### src/rtl/vaccine_spawn_generator.sv
// Pseudo-random vaccine spawn source: free-running LFSRs feed a rejection-sampling
// search whose result (position + visibility mask) is committed atomically.
module vaccine_spawn_generator #(
  parameter int unsigned X_MIN      = 16,
  parameter int unsigned X_MAX      = 575,
  parameter int unsigned Y_MIN      = 96,
  parameter int unsigned Y_MAX      = 415,
  parameter int unsigned MIN_ACTIVE = 4,
  parameter int unsigned MAX_TRIES  = 32,
  parameter logic [15:0] SEED_X     = 16'hACE1,
  parameter logic [14:0] SEED_Y     = 15'h1D2B,
  parameter logic [9:0]  SEED_M     = 10'h2B5
) (
  input  logic        clk,
  input  logic        reset,
  input  logic        collision,
  input  logic        regen,
  output logic [10:0] randX,
  output logic [10:0] randY,
  output logic [9:0]  rand_draw_request,
  output logic        rand_valid
);

  localparam int unsigned TRY_W = $clog2(MAX_TRIES + 2);
  localparam logic [TRY_W-1:0] TRY_LAST = TRY_W'(MAX_TRIES);
  localparam logic [TRY_W-1:0] TRY_ZERO = {TRY_W{1'b0}};
  localparam logic [TRY_W-1:0] TRY_ONE  = {{(TRY_W-1){1'b0}}, 1'b1};
  localparam logic [10:0] X_RST = 11'(X_MIN);
  localparam logic [10:0] Y_RST = 11'(Y_MIN);
  localparam logic [3:0]  MIN_ACT = 4'(MIN_ACTIVE);

  typedef enum logic [1:0] {
    ST_IDLE     = 2'd0,
    ST_SEARCH_X = 2'd1,
    ST_SEARCH_Y = 2'd2,
    ST_SEARCH_M = 2'd3
  } state_e;

  function automatic logic [15:0] lfsr_x_step(input logic [15:0] v);
    return {1'b0, v[15:1]} ^ (v[0] ? 16'hB400 : 16'h0000);
  endfunction

  function automatic logic [14:0] lfsr_y_step(input logic [14:0] v);
    return {1'b0, v[14:1]} ^ (v[0] ? 15'h6000 : 15'h0000);
  endfunction

  function automatic logic [9:0] lfsr_m_step(input logic [9:0] v);
    return {1'b0, v[9:1]} ^ (v[0] ? 10'h240 : 10'h000);
  endfunction

  function automatic logic [3:0] popcount10(input logic [9:0] v);
    logic [3:0] c;
    c = 4'd0;
    for (int i = 0; i < 10; i++) begin
      c = c + {3'b000, v[i]};
    end
    return c;
  endfunction

  state_e           state_q, state_d;
  logic [TRY_W-1:0] try_q, try_d, try_inc_s;
  logic             pending_q, pending_d;
  logic             col_d_q;
  logic [15:0]      lfsr_x_q;
  logic [14:0]      lfsr_y_q;
  logic [9:0]       lfsr_m_q;
  logic [10:0]      nx_q, nx_d, ny_q, ny_d;
  logic [10:0]      randx_q, randx_d, randy_q, randy_d;
  logic [9:0]       mask_q, mask_d;
  logic             valid_q, valid_d;

  logic [10:0] cx_s, cy_s;
  logic        x_ok_s, y_ok_s, m_ok_s, trig_s, try_last_s;

  assign cx_s       = {1'b0, lfsr_x_q[9:0]};
  assign cy_s       = {2'b00, lfsr_y_q[8:0]};
  assign x_ok_s     = (32'(cx_s) >= X_MIN) && (32'(cx_s) <= X_MAX);
  assign y_ok_s     = (32'(cy_s) >= Y_MIN) && (32'(cy_s) <= Y_MAX);
  assign m_ok_s     = popcount10(lfsr_m_q) >= MIN_ACT;
  assign trig_s     = (collision & ~col_d_q) | regen;
  assign try_last_s = (try_q == TRY_LAST);

  // Free-running sources and the collision edge detector, independent of the FSM.
  always_ff @(posedge clk or posedge reset) begin
    if (reset) begin
      lfsr_x_q <= SEED_X;
      lfsr_y_q <= SEED_Y;
      lfsr_m_q <= SEED_M;
      col_d_q  <= 1'b0;
    end else begin
      lfsr_x_q <= lfsr_x_step(lfsr_x_q);
      lfsr_y_q <= lfsr_y_step(lfsr_y_q);
      lfsr_m_q <= lfsr_m_step(lfsr_m_q);
      col_d_q  <= collision;
    end
  end

  // Search FSM state, scratch candidate and committed outputs.
  always_ff @(posedge clk or posedge reset) begin
    if (reset) begin
      state_q   <= ST_SEARCH_X;
      try_q     <= TRY_ZERO;
      pending_q <= 1'b0;
      nx_q      <= X_RST;
      ny_q      <= Y_RST;
      randx_q   <= X_RST;
      randy_q   <= Y_RST;
      mask_q    <= 10'h3FF;
      valid_q   <= 1'b0;
    end else begin
      state_q   <= state_d;
      try_q     <= try_d;
      pending_q <= pending_d;
      nx_q      <= nx_d;
      ny_q      <= ny_d;
      randx_q   <= randx_d;
      randy_q   <= randy_d;
      mask_q    <= mask_d;
      valid_q   <= valid_d;
    end
  end

  // Next-state: each search state either accepts, falls back on the last try, or retries.
  always_comb begin
    state_d   = state_q;
    try_inc_s = try_q;
    nx_d      = nx_q;
    ny_d      = ny_q;
    randx_d   = randx_q;
    randy_d   = randy_q;
    mask_d    = mask_q;
    case (state_q)
      ST_IDLE: begin
        if (trig_s) begin
          state_d = ST_SEARCH_X;
        end else begin
          state_d = ST_IDLE;
        end
      end
      ST_SEARCH_X: begin
        if (x_ok_s) begin
          nx_d    = cx_s;
          state_d = ST_SEARCH_Y;
        end else if (try_last_s) begin
          nx_d    = randx_q;
          state_d = ST_SEARCH_Y;
        end else begin
          try_inc_s = try_q + TRY_ONE;
        end
      end
      ST_SEARCH_Y: begin
        if (y_ok_s) begin
          ny_d    = cy_s;
          state_d = ST_SEARCH_M;
        end else if (try_last_s) begin
          ny_d    = randy_q;
          state_d = ST_SEARCH_M;
        end else begin
          try_inc_s = try_q + TRY_ONE;
        end
      end
      ST_SEARCH_M: begin
        if (m_ok_s || try_last_s) begin
          randx_d = nx_q;
          randy_d = ny_q;
          mask_d  = m_ok_s ? lfsr_m_q : mask_q;
          if (pending_q || trig_s) begin
            state_d = ST_SEARCH_X;
          end else begin
            state_d = ST_IDLE;
          end
        end else begin
          try_inc_s = try_q + TRY_ONE;
        end
      end
      default: begin
        state_d = ST_SEARCH_X;
      end
    endcase

    try_d = (state_d != state_q) ? TRY_ZERO : try_inc_s;

    // At most one request is remembered; it is consumed by the next entry to SEARCH_X.
    if ((state_d == ST_SEARCH_X) && (state_q != ST_SEARCH_X)) begin
      pending_d = 1'b0;
    end else if (trig_s && (state_q != ST_IDLE)) begin
      pending_d = 1'b1;
    end else begin
      pending_d = pending_q;
    end

    valid_d = (state_d == ST_IDLE);
  end

  assign randX             = randx_q;
  assign randY             = randy_q;
  assign rand_draw_request = mask_q;
  assign rand_valid        = valid_q;

endmodule

### config.mk
export PLATFORM = sky130hd
export DESIGN_NAME = vaccine_spawn_generator
export DESIGN_NICKNAME = d
export VERILOG_FILES = /design/src/rtl/vaccine_spawn_generator.sv
export SDC_FILE = /design/constraint.sdc
export NUM_CORES = 1
export LEC_CHECK = 0
export ABC_AREA = 1
export CAP_MARGIN = 10
export CORE_UTILIZATION = 57
export CTS_CLUSTER_DIAMETER = 50
export DETAILED_ROUTE_END_ITERATION = 7
export PLACE_DENSITY = 0.79
export SLEW_MARGIN = 20
export SYNTH_ARGS = -nofsm -noshare
export SYNTH_HDL_FRONTEND = slang
export SYNTH_SLANG_ARGS = --single-unit
### constraint.sdc
create_clock -name clk -period 3.9 [get_ports clk]
set_input_delay 0.39 -clock clk [delete_from_list [all_inputs] [get_ports clk]]
set_output_delay 0.39 -clock clk [all_outputs]
set_load 0.1 [all_outputs]
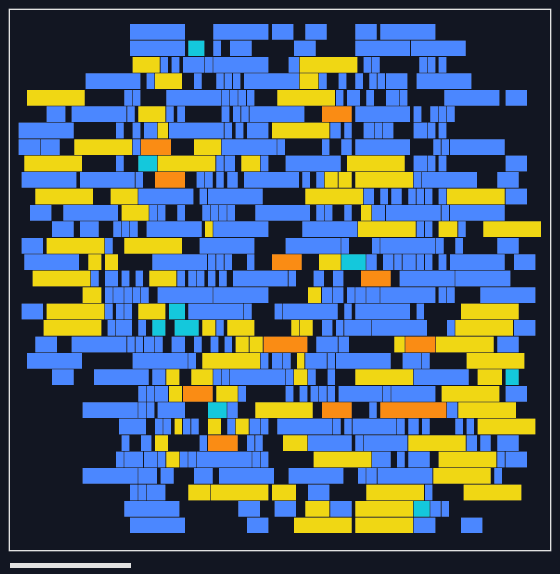
Figure 1: run 1, sizing map.
Scale bar: 20 um.
Key: yellow = drive 2 [cells 83, share 18%, most used dfstp_2]; orange = drive 6 and up [cells 11, share 2.4%, most used clkbuf_8]; cyan = drive 3 to 4 [cells 9, share 2.0%]; blue = drive 1 or less [cells 351, share 77%, most used nand2_1]

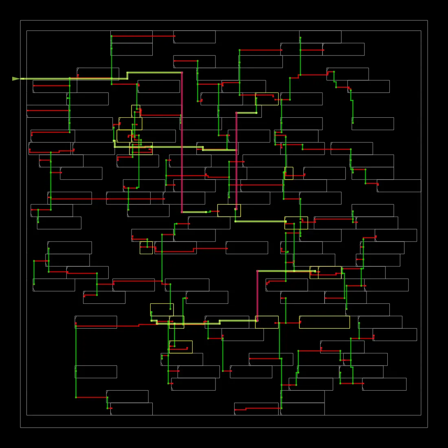
Figure 2: run 1, clock wiring as the flow saved it.
Clock Skews: 0.00799 ns
Latency at later pin: 0.36 ns
flip-flops: 106

==> flow_summary.toml, run 1 <==
# physical design summary
[global_route]
grtUsageTotal = 0.225
antenna_found_initial = 0
grt_first_pass_wirelength_um = 13400
grt_pass1_vias = 2847
grt.overflow.total = 0
grt_max_degree = 70

[cts]
clk_root_buffer_cell = "clkbuf_8"
post_cts_buffers = 0
cts_resized = 0
ctsHoldBuffers = 0
htree_levels = 3
numCtsBuffers = 9
cts_buffer_depth = 2
cts.sinks = 106
cts_tree = "yes"
clkTransAtPathRegs_ns = 0.10

[final_timing]
slew_headroom = 0.329
finalHoldViolCount = 0
fin_setup_tns_ns = 0
rsz0062_at_grt = "no"
worst_pin_slew_ns = 1.00
min_period_over_period = 0.913
drv_slew = 0
fin_ws_ns = 0.339
period_needed_ns = 3.56
setup_viol = 0
max_freq_mhz = 281

[route]
drc_errors = 0
dr_total_vias = 2829
final_antenna_net_count = 0
vias_per_cell = 5.12
routedWlPerCell_um = 13.7
first_iter_violations = 141
firstDrtPassIters = 4
wl_um = 7560

[layout]
signal_buffers = 38
fillCellCount = 576
comb_area_sq_mm = 0.00139
nMultiInputCombCells = 248
largest_cell_class = "sequential cells"
final_layout_size_suffix_gt1_frac = 0.227
diodes = 0
regArea_sq_mm = 0.00270
nClkBuffers = 9
syn_to_final_growth_pct = 14.1
clk_share = 0.0391
nets = 461
seq_share = 0.545
final-nonclk-buf-share = 0.0757
inv_count = 46
comb_area_frac = 0.279

[job]
log.warning_count = 27
drv_cap = 0

[floorplanning]
die_h_um = 89.3
design.core.area_sq_mm = 0.00729
core.rowCount = 31
die_w_um = 89.3
initCoreUtil = 0.596
tapCellCount = 99
ios = 37
dieArea_sq_mm = 0.00797

[worst_setup_path]
slowest_delay_ns = 0.56
crit_buf_inv = 4
reg2regPathDepth = 15
cp.depth = 15
crit_arrival_ns = 3.81
end_kind = "flip-flop"
crit_fanout = 24
path_delay_family = "adder cells"
critPathLaunchType = "flip-flop"
worst_path_max_delay_cell = "dfstp_2"
critical_path.cell_chain = "inv_1 -> fa_1 -> fa_1 -> fa_1 -> inv_1 -> ha_1 -> nand2_1 -> nor2_1 -> nor2_1 -> nand2_1 -> inv_2 -> nor2_8 -> inv_2 -> nand2_1 -> o21ai_2"
cp_data_required_time_ns = 4.15
path_class = "reg -> reg"

[logic_synthesis]
ys_types = 30
numSynthFlops = 106
synthCells = 410
yosysChipArea_sq_mm = 0.00434
yosysSeqAreaShare = 0.622
synth_area_sq_mm = 0.00434
yosysCellCount = 410
edf_count = 0
syn-num-nets = 422
async_flop_share = 1.00
ys.flop_type = "dfrtp_1"
ys_warn_count = 0
top_cell = "nand2_1"
area_leaders = "dfrtp_1 39%, dfstp_2 24%, nand2_1 10%"
synth_area_leader_cell = "dfrtp_1"
syn_area_per_cell_sq_um = 10.6
top_cell_area_share = 0.386
top_cells_by_count = "117 x nand2_1, 67 x dfrtp_1, 41 x inv_1"

[placed_design]
pre_cts_ws_ns = 0.331
place.gp.congestion = 0.798
hpwl_um = 5170
portBuffers = 36

[pwr]
p_comb_frac = 0.112
switching_power_mw = 0.556
internal-power_mw = 1.51
vdd_ir_drop_max_v = 0.000336
power_density_mw_per_mm2 = 418
swShare = 0.269
sequentialPowerShare = 0.570
clock_power_share = 0.318
report.power.total_mw = 2.07
p_leak_nw = 2.29

[hold_path]
hold_depth = 0
holdCritPathClass = "reg -> reg"

[outcome]
outcome = "finished, final reports clean"
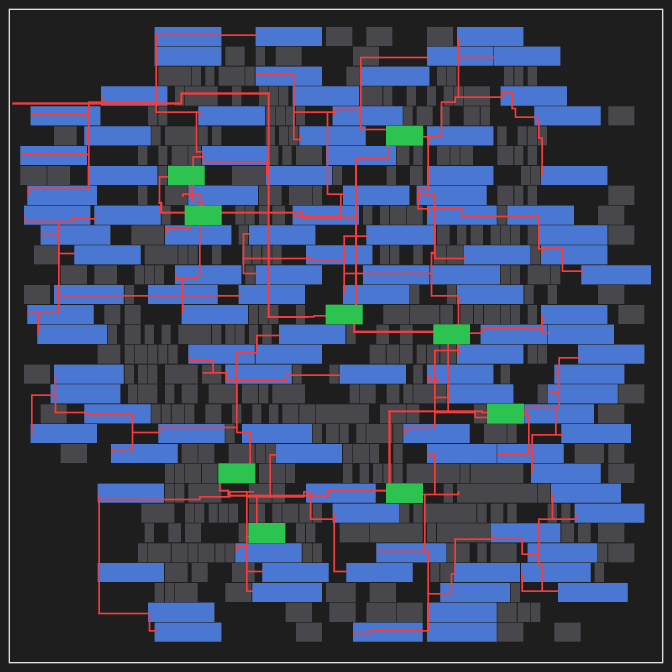
Figure 3: run 1, clock wires, drivers and flops.
Key: green = cells driving clock nets [count 9]; blue = flip-flops [count 106]; red = clock wires [length 1,080 um]
There are 10 routed clock nets. Position of the flops: all over the die.

run 1: worst paths after layout:
path | slack, ns | from | to
min | 0.36 | lfsr_y_q[12]$_DFF_PP1_ | lfsr_y_q[11]$_DFF_PP1_
max | 0.34 | lfsr_m_q[0]$_DFF_PP1_ | randX[10]$_DFFE_PP0P_
max reg2reg | 0.34 | lfsr_m_q[0]$_DFF_PP1_ | randX[10]$_DFFE_PP0P_
min reg2reg | 0.36 | lfsr_y_q[12]$_DFF_PP1_ | lfsr_y_q[11]$_DFF_PP1_
max in group asynchronous | 2.53 | reset | lfsr_y_q[1]$_DFF_PP1_
min in group asynchronous | 0.54 | reset | lfsr_m_q[3]$_DFF_PP0_
run 1: through the flow:
stage | area, sq um | hold slack (ns) | std cells | utilization
after global routing | 4960 | 0.366 | 553 | 0.680
after global placement | 4760 | 0.338 | 537 | 0.653
after detailed placement | 4760 | 0.344 | 537 | 0.653
after floorplan | 4340 | 0.333 | 410 | -
final | 4960 | 0.361 | 553 | 0.680
after CTS | 4960 | 0.362 | 553 | 0.680
run 1: cell families (layout without fill, tap and decap cells):
family          Yosys count  in the layout  share of synthesized area
xor+xnor                  9              9                     0.0181
compound gates           40             40                     0.0680
buf+inv                  56            100                     0.0593
mux                       4              4                     0.0104
fa+ha+maj                 8              8                     0.0317
simple gates            187            187                      0.191
flops                   106            106                      0.622
run 1: power by group through the flow:
stage	registers (mW)	clock network (mW)	logic, mW
2_1_floorplan	1.22	0	0.153
3_3_place_gp	1.20	0	0.228
3_5_place_dp	1.20	0	0.233
4_1_cts	1.18	0.671	0.236
5_1_grt	1.19	0.715	0.267
6_report	1.18	0.658	0.233
run 1: flip-flops by register name, indices dropped and copies added, names as in the netlist:
name and count:
col_d_q 1, lfsr_m_q 10, lfsr_x_q 16, lfsr_y_q 15, nx_q 11, ny_q 11
pending_q 1, randX 11, randY 11, rand_draw_request 10, rand_valid 1, state_q 2
try_q 6
run 1: cell usage in the layout, fill, tap and decap left out, types with 9 or more instances in the layout:
cell type | synthesis | final
clkbuf_8 | 0 | 9
dfrtp_1 | 67 | 67
clkdlybuf4s50_1 | 0 | 36
dfstp_2 | 39 | 39
nand2_1 | 117 | 117
xor2_1 | 9 | 9
o21ai_0 | 16 | 16
nand3_1 | 12 | 12
inv_1 | 41 | 40
nor2_1 | 29 | 29
run 1: routing by layer:
layer | vias up | wire length [um] | GRT usage
li1 | 1367 | - | -
met1 | 1410 | 3630 | 0.312
met2 | 45 | 3640 | 0.364
met3 | 7 | 226 | 0.0499
met4 | 0 | 62 | 0.0606
met5 | - | 0 | 0
run 1: worst register-to-register path, stage by stage, from the launching register on:
cell,delay [ns]
dfstp_2,0.56
inv_1,0.07
fa_1,0.49
fa_1,0.43
fa_1,0.51
inv_1,0.05
ha_1,0.28
nand2_1,0.05
nor2_1,0.09
nor2_1,0.06
nand2_1,0.08
inv_2,0.07
nor2_8,0.28
inv_2,0.25
nand2_1,0.13
o21ai_2,0.05
==> run 1 -> run 2 <==
--- a/config.mk
+++ b/config.mk
@@ -7,10 +7,10 @@
 export LEC_CHECK = 0
 export ABC_AREA = 1
 export CAP_MARGIN = 10
-export CORE_UTILIZATION = 57
+export CORE_UTILIZATION = 55
 export CTS_CLUSTER_DIAMETER = 50
 export DETAILED_ROUTE_END_ITERATION = 7
-export PLACE_DENSITY = 0.79
+export PLACE_DENSITY = 0.8
 export SLEW_MARGIN = 20
 export SYNTH_ARGS = -nofsm -noshare
 export SYNTH_HDL_FRONTEND = slang
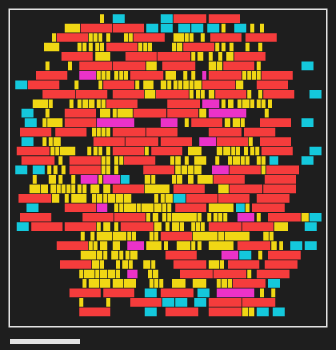
Figure 4: run 2, placed cells, one colour a class.
Scale bar: 20 um.
Key: yellow = all other logic [cells 294, share of their area 32%]; magenta = clock drivers and dummy loads [cells 16, share of their area 5.1%]; cyan = other buffers and delay cells [cells 39, share of their area 7.8%]; red = flip-flops [cells 106, share of their area 55%]

==> run 2 against run 1 <==
Synthesized area unchanged. Register-to-register slack gained 0.07 ns. Synthesized cell count unchanged. Hold slack is essentially flat. Sequential share of layout area down 0.72 points. Global-route usage decreased by 2.5 points. Cell area grew 1.3%. Clock-buffer cell count is 2 higher. Non-clock buffer count grew 1. Combinational power about the same. Critical endpoint is now randY[6]$_DFFE_PP1P_. Largest cell class unchanged.
==> flow_summary.toml, run 2 <==
# physical design summary
[outcome]
outcome = "finished, final reports clean"

[global_route]
antenna_found_initial = 0
grt_pass1_vias = 2743
grt_max_degree = 51
grt_first_pass_wirelength_um = 12900
grt.overflow.total = 0
grtUsageTotal = 0.200

[cts]
post_cts_buffers = 0
cts_tree = "yes"
clk_root_buffer_cell = "clkbuf_8"
htree_levels = 3
insertion_delay_ns = 0.36
ctsHoldBuffers = 0
cts_resized = 0
clkTransAtPathRegs_ns = 0.10
cts_buffer_depth = 2

[worst_setup_path]
setup.worst_path.start = "lfsr_m_q[0]$_DFF_PP1_"
crit_buf_inv = 4
slowest_delay_ns = 0.56
worst_path_max_delay_cell = "dfstp_2"
rr_startpoint = "lfsr_m_q[0]$_DFF_PP1_"
crit_fanout = 23
cp_data_required_time_ns = 4.20
critPathLaunchType = "flip-flop"
path_class = "reg -> reg"
path_delay_family = "adder cells"
critical_path.cell_chain = "inv_1 -> fa_1 -> fa_1 -> fa_1 -> inv_1 -> ha_1 -> nand2_1 -> nor2_1 -> nor2_1 -> nand2_1 -> inv_2 -> nor2_8 -> inv_2 -> nand2_1 -> o21ai_2"
crit_arrival_ns = 3.79
end_kind = "flip-flop"

[route]
met2_length_um = 3560
highest_layer = "met4"
m1WireLength_um = 3660
wl_um = 7510
firstDrtPassIters = 4
met3WireLength_um = 203
first_iter_violations = 125
vias_per_cell = 5.04
dr_total_vias = 2806
drc_errors = 0
final_antenna_net_count = 0
routedWlPerCell_um = 13.5

[pwr]
p_leak_nw = 2.33
switching_power_mw = 0.553
sequentialPowerShare = 0.530
p_comb_frac = 0.103
power_density_mw_per_mm2 = 442
swShare = 0.249
vdd_ir_drop_max_v = 0.000354
clock_power_share = 0.366
internal-power_mw = 1.67

[floorplanning]
initCoreUtil = 0.565
core.rowCount = 32
design.core.area_sq_mm = 0.00769
ios = 37
dieArea_sq_mm = 0.00826
die_h_um = 90.9
die_w_um = 90.9

[final_timing]
max_freq_mhz = 287
drv_slew = 0
slew_headroom = 0.327
period_needed_ns = 3.49
min_period_over_period = 0.894
finalHoldViolCount = 0
whs_ns = 0.361
setup_viol = 0
worst_pin_slew_ns = 1.01
fin_setup_tns_ns = 0
rsz0062_at_grt = "no"

[layout]
largest_reg_flops = 16
final_layout_size_suffix_gt1_frac = 0.226
syn_to_final_growth_pct = 15.6
reg_top3 = "lfsr_x_q (16), lfsr_y_q (15)"
final_cell_count_no_fill = 557
layout_top_cells = "117 x nand2_1, 67 x dfrtp_1, 40 x inv_1"
nets = 462
regMostFlops = "lfsr_x_q"
final_common_cell = "nand2_1"
diodes = 0

[logic_synthesis]
synth_area_leader_cell = "dfrtp_1"
top_cells_by_count = "117 x nand2_1, 67 x dfrtp_1, 41 x inv_1"
ys_types = 30
yosysChipArea_sq_mm = 0.00434
top_cell = "nand2_1"
syn_area_per_cell_sq_um = 10.6
yosysSeqAreaShare = 0.622
numSynthFlops = 106
syn-num-nets = 422
ys.flop_type = "dfrtp_1"
synthCells = 410
async_flop_share = 1.00
edf_count = 0
yosysCellCount = 410
ys_warn_count = 0
area_leaders = "dfrtp_1 39%, dfstp_2 24%, nand2_1 10%"
synth_area_sq_mm = 0.00434
top_cell_area_share = 0.386

[job]
log.warning_count = 27
drv_cap = 0

[placed_design]
post-place-cells = 541
place.gp.congestion = 0.765
hpwl_um = 5030
portBuffers = 36

[hold_path]
hold_path_startpoint = "lfsr_y_q[12]$_DFF_PP1_"
holdCritPathClass = "reg -> reg"
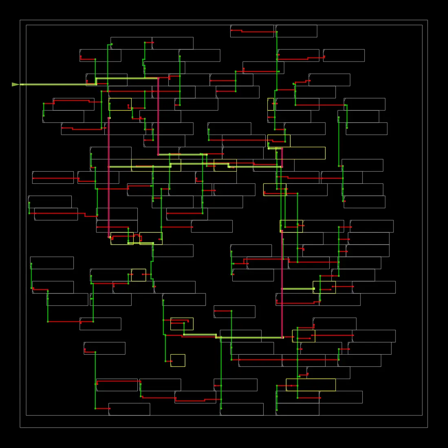
Figure 5: run 2, clock wiring as the flow saved it.
Clock Skews: 0.0110 ns
Num CTS Buffers: 9
clk pwr: 0.813 mW
CTS Sinks: 106

-- run 2: cell counts after synthesis --
No cell type changed its count.
-- run 2: cell type report --
class / instances / area [sq um]
Tap cell: 102 / 128
Sequential cell: 106 / 2700
Clock inverter: 5 / 108
Timing Repair Buffer: 39 / 383
Multi-Input combinational cell: 248 / 1390
Clock buffer: 11 / 141
Fill cell: 597 / 2660
Inverter: 46 / 178
-- run 2: path summary, 6_finish.rpt --
kind                                               endpoint  slack (ns)  depth (start not counted)
min                                  lfsr_y_q[11]$_DFF_PP1_        0.36                          0
max reg2reg                            randY[6]$_DFFE_PP1P_        0.41                         15
min in group asynchronous            lfsr_y_q[13]$_DFF_PP0_        0.44                          2
max                                    randY[6]$_DFFE_PP1P_        0.41                         15
min reg2reg                          lfsr_y_q[11]$_DFF_PP1_        0.36                          0
max in group asynchronous  rand_draw_request[3]$_DFFE_PP1P_        2.61                          3
-- run 2: logic make-up after synthesis --
logic type      synth area share
simple gates               0.191
flops                      0.622
buf+inv                   0.0593
compound gates            0.0680
xor+xnor                  0.0181
fa+ha+maj                 0.0317
mux                       0.0104
-- run 2: layer usage --
| metal | track usage | vias up |
|---|---|---|
| met5 | 0 | - |
| li1 | - | 1367 |
| met4 | 0.0688 | 0 |
| met3 | 0.0396 | 12 |
| met1 | 0.291 | 1388 |
| met2 | 0.303 | 39 |
-- run 2: power by group through the flow --
stage	registers [mW]	logic (mW)	clock network, mW
3_5_place_dp	1.20	0.232	0
2_1_floorplan	1.22	0.153	0
5_1_grt	1.18	0.260	0.865
4_1_cts	1.18	0.234	0.825
6_report	1.18	0.230	0.813
3_3_place_gp	1.20	0.228	0
-- run 2: worst reg2reg max path: stages (launching register included) --
cell,delay [ns]
dfstp_2,0.56
inv_1,0.07
fa_1,0.51
fa_1,0.43
fa_1,0.52
inv_1,0.05
ha_1,0.28
nand2_1,0.07
nor2_1,0.04
nor2_1,0.11
nand2_1,0.09
inv_2,0.11
nor2_8,0.06
inv_2,0.34
nand2_1,0.13
o21ai_2,0.07
-- run 2: metrics by stage --
stage	power, mW	utilization	instance area [sq um]	setup slack [ns]
after CTS	2.24	0.653	5020	0.375
after global routing	2.31	0.653	5020	0.158
after global placement	1.42	0.621	4770	0.510
after detailed placement	1.43	0.621	4770	0.377
final	2.22	0.653	5020	0.412
after floorplan	1.38	-	4340	0.757
Power is estimated from default activity; no workload was simulated.
